**src/rtl/run_ctrl.sv**
```systemverilog
// run_ctrl: run-control sequencer for the single-cycle MIPS CPU.
//
// Decides when the in-flight instruction retires (pc_enable). It arbitrates
// between free-running execution, user pause/resume, single-stepping and
// the syscall halt. It also latches syscall-34 display values and keeps
// three performance counters.
//
// Ports
//   clk, rst            system clock; asynchronous active-high reset
//   pause, step         raw button levels, asynchronous to clk
//   halt_req            current instruction is a halting syscall (same cycle)
//   disp_req, disp_data current instruction is a display syscall, with its value
//   cond_taken          conditional branch taken this cycle
//   uncond_taken        current instruction is j/jal/jr
//   pc_enable           commit strobe: the instruction retires at the edge when 1
//   state               RUN=00 PAUSED=01 STEP=10 HALTED=11 (also the debug view)
//   led_data, led_valid last committed display value; led_valid is sticky.
//                       This is a flag, not a handshake: there is no ready
//                       and nothing ever clears it except reset.
//   total_cycles        committed instructions
//   condi_branch_num    committed taken conditional branches
//   uncondi_branch_num  committed unconditional jumps
module run_ctrl #(
  parameter int CNT_W = 32
) (
  input  logic             clk,
  input  logic             rst,
  input  logic             pause,
  input  logic             step,
  input  logic             halt_req,
  input  logic             disp_req,
  input  logic [31:0]      disp_data,
  input  logic             cond_taken,
  input  logic             uncond_taken,
  output logic             pc_enable,
  output logic [1:0]       state,
  output logic [31:0]      led_data,
  output logic             led_valid,
  output logic [CNT_W-1:0] total_cycles,
  output logic [CNT_W-1:0] condi_branch_num,
  output logic [CNT_W-1:0] uncondi_branch_num
);

  typedef enum logic [1:0] {
    ST_RUN    = 2'b00,
    ST_PAUSED = 2'b01,
    ST_STEP   = 2'b10,
    ST_HALTED = 2'b11
  } state_t;

  localparam logic [CNT_W-1:0] CNT_ONE = CNT_W'(1);

  state_t cur_st;

  // Button conditioning: two synchronizer flops, then a previous-value flop
  // used to turn a held level into a single one-cycle pulse per press.
  logic pause_s1, pause_s2, pause_prev;
  logic step_s1, step_s2, step_prev;
  logic pause_e, step_e;

  always_ff @(posedge clk or posedge rst) begin
    if (rst) begin
      pause_s1   <= 1'b0;
      pause_s2   <= 1'b0;
      pause_prev <= 1'b0;
      step_s1    <= 1'b0;
      step_s2    <= 1'b0;
      step_prev  <= 1'b0;
    end else begin
      pause_s1   <= pause;
      pause_s2   <= pause_s1;
      pause_prev <= pause_s2;
      step_s1    <= step;
      step_s2    <= step_s1;
      step_prev  <= step_s2;
    end
  end

  assign pause_e = pause_s2 & ~pause_prev;
  assign step_e  = step_s2 & ~step_prev;

  // Commit strobe. It has to be combinational: halt_req must block the
  // halting syscall from retiring in the very cycle it is decoded. In
  // HALTED, the resume press is also the cycle that retires the syscall.
  always_comb begin
    pc_enable = 1'b0;
    case (cur_st)
      ST_RUN:    pc_enable = ~halt_req;
      ST_STEP:   pc_enable = ~halt_req;
      ST_HALTED: pc_enable = pause_e;
      default:   pc_enable = 1'b0;
    endcase
  end

  // Sequencer. Within each state the first matching condition wins.
  always_ff @(posedge clk or posedge rst) begin
    if (rst) begin
      cur_st <= ST_RUN;
    end else begin
      case (cur_st)
        ST_RUN: begin
          // A halt outranks a simultaneous pause press; the press is lost.
          if (halt_req)     cur_st <= ST_HALTED;
          else if (pause_e) cur_st <= ST_PAUSED;
        end
        ST_PAUSED: begin
          // Resume outranks a simultaneous step press.
          if (pause_e)      cur_st <= ST_RUN;
          else if (step_e)  cur_st <= ST_STEP;
        end
        ST_STEP: begin
          // STEP lasts exactly one cycle.
          if (halt_req)     cur_st <= ST_HALTED;
          else              cur_st <= ST_PAUSED;
        end
        ST_HALTED: begin
          if (pause_e)      cur_st <= ST_RUN;
        end
        default:            cur_st <= ST_RUN;
      endcase
    end
  end

  assign state = cur_st;

  // Display latch. It follows the commit strobe, so a display syscall
  // never stalls, and nothing is latched while paused or halted.
  always_ff @(posedge clk or posedge rst) begin
    if (rst) begin
      led_data  <= 32'h0;
      led_valid <= 1'b0;
    end else if (pc_enable && disp_req) begin
      led_data  <= disp_data;
      led_valid <= 1'b1;
    end
  end

  // Performance counters. They wrap freely. Branch and jump flags are
  // counted independently, so both counters move if both flags are set.
  always_ff @(posedge clk or posedge rst) begin
    if (rst) begin
      total_cycles       <= '0;
      condi_branch_num   <= '0;
      uncondi_branch_num <= '0;
    end else if (pc_enable) begin
      total_cycles <= total_cycles + CNT_ONE;
      if (cond_taken)   condi_branch_num   <= condi_branch_num + CNT_ONE;
      if (uncond_taken) uncondi_branch_num <= uncondi_branch_num + CNT_ONE;
    end
  end

endmodule

```
**config.mk**
```make
export PLATFORM = sky130hd
export DESIGN_NAME = run_ctrl
export DESIGN_NICKNAME = d
export VERILOG_FILES = /design/src/rtl/run_ctrl.sv
export SDC_FILE = /design/constraint.sdc
export NUM_CORES = 1
export LEC_CHECK = 0
export CAP_MARGIN = 10
export CORE_ASPECT_RATIO = 2
export CORE_MARGIN = 2
export CORE_UTILIZATION = 30
export DETAILED_ROUTE_END_ITERATION = 10
export HOLD_SLACK_MARGIN = 0.1
export SKIP_LAST_GASP = 1
export SYNTH_ARGS = -nofsm -noshare
export SYNTH_HDL_FRONTEND = slang
export SYNTH_SLANG_ARGS = --single-unit
export TNS_END_PERCENT = 50
```
**constraint.sdc**
```tcl
create_clock -name clk -period 7.05 [get_ports clk]
set_input_delay 1.41 -clock clk [delete_from_list [all_inputs] [get_ports clk]]
set_output_delay 1.41 -clock clk [all_outputs]
set_load 0.02 [all_outputs]
```
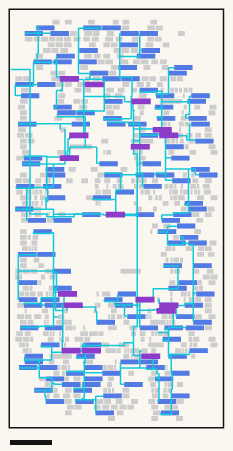
Figure 1: clock wires, drivers and flops.
The bar under the picture is 20 µm long.
- blue: flip-flops (count 137)
- cyan: clock wires (length 2040 µm)
- purple: clock-net drivers (count 17)
- routed clock nets: 18
- flops lie: all over the die
clk latency late pin: 420 ps
Clk pwr share: 35.7%
post-route clock skew: 9.36 ps
Clock Power: 0.967 mW

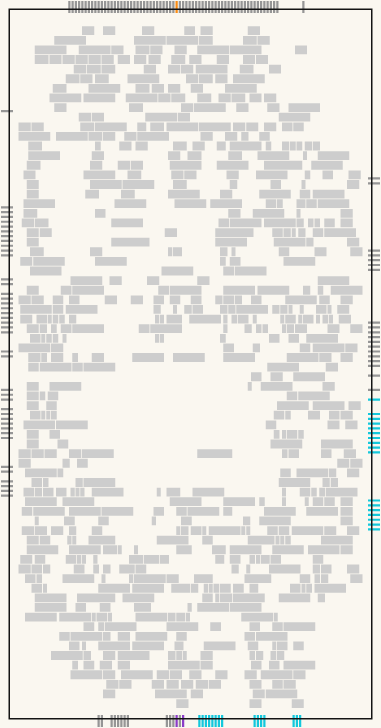
Figure 2: I/O pins on the die edge.
Pins as bars across the die edge, other pins in gray.
- orange: rst (pins 1; direction input; edge top)
- cyan: total_cycles (pins 32; direction output; edge 17 right, 15 bottom)
- purple: state (pins 2; direction output; edge bottom)
- all pins by edge: 66 top, 41 left, 36 right, 29 bottom

==> impl_metrics.csv <==
group,metric,value,unit
routing,avgRoutedWirePerCell,16.7,µm
synth,adder_share,0.649,%
setup_path,cp_num_cells,4,
cells_and_area,drive_above_1_share,11.7,%
cells_and_area,most-common-layout-cells,"clkdlybuf4s50_1 (171), dfrtp_1 (137), xnor2_1 (69)",
floorplan,core,18800,µm²
timing,finalCritPeriodShare,66.6,%
status,status,"completed",
synth,synth.logic.top_family,"simple AND/OR/NAND/NOR gates",
timing,whs,354,ps
power,power,2.71,mW
floorplan,nWellTaps,255,
timing,worst_slew_pin_slew,942,ps
cells_and_area,layout.nonclk_buf_share,20.5,%
setup_path,crit_required,5640,ps
global_route,antenna_found_initial,1,
setup_path,crit_path_max_fanout,8,
synth,netlist_top_cells_count,"dfrtp_1 (137), xnor2_1 (69), nand2_1 (46), mux2_2 (34), nand3_1 (32)",
synth,syn-num-nets,503,
setup_path,crit_chain,"clkdlybuf4s50_1, or2_1, nand2_1, clkdlybuf4s50_1",
cells_and_area,comb_area_share,27.1,%
hold_path,min_to,"pause_s2",
cts,cts_tree,"built",
cts,post_cts_resized,0,
setup_path,critical-path-top-delay-family,"buffers and inverters",
cts,cts_buffer_depth,2,
hold_path,min-delay-start,"pause_s1",
timing,tns,0,ps
cells_and_area,n_all_buffers,173,
cts,numCtsBuffers,17,
power,power.density,321,nW/µm²
setup_path,r2r_slack,4650,ps
cells_and_area,largest_class,"flip-flops and latches",
synth,numSynthFlops,137,
placement,dp_slack,2310,ps
synth,top_cell_area_share,59.3,%
timing,finalCriticalPeriod,4690,ps
placement,placedInstanceArea,7790,µm²
cells_and_area,final_common_cell,"clkdlybuf4s50_1",
synth,yosys.area.top_type,"dfrtp_1",
routing,drc,0,
cells_and_area,logic_area,2280,µm²
synth,edf_count,0,
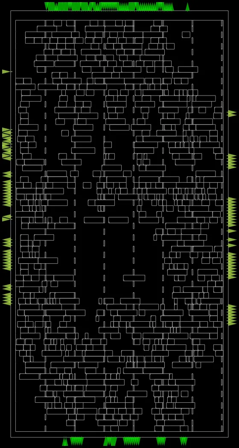
Figure 3: cell outlines without signal wires.
Layout Utilization: 44.8%
flip-flops: 137
Seq/total area: 40.7%

[power by group]
group | switching, mW | internal, mW | total [mW]
Sequential | 0.121 | 0.923 | 1.04
Combinational | 0.340 | 0.357 | 0.697
Clock | 0.363 | 0.604 | 0.967
Total | 0.824 | 1.88 | 2.71
[layer usage]
layer	share of wire [%]	track usage, %	wire length, µm	up-vias
met5	0	0	0	-
met2	57	28.1	8700	108
met3	4.2	3.87	649	26
li1	-	-	-	1975
met4	2.8	7.43	425	0
met1	36	16.8	5530	2154
[registers in the layout (all words and copies together), names as in the netlist]
register,flops
led_data,32
pause_s2,1
state,2
led_valid,1
step_prev,1
step_s1,1
total_cycles,32
condi_branch_num,32
pause_s1,1
pause_prev,1
step_s2,1
uncondi_branch_num,32
Power figures rest on the tool's default switching activity, not on a simulated workload.
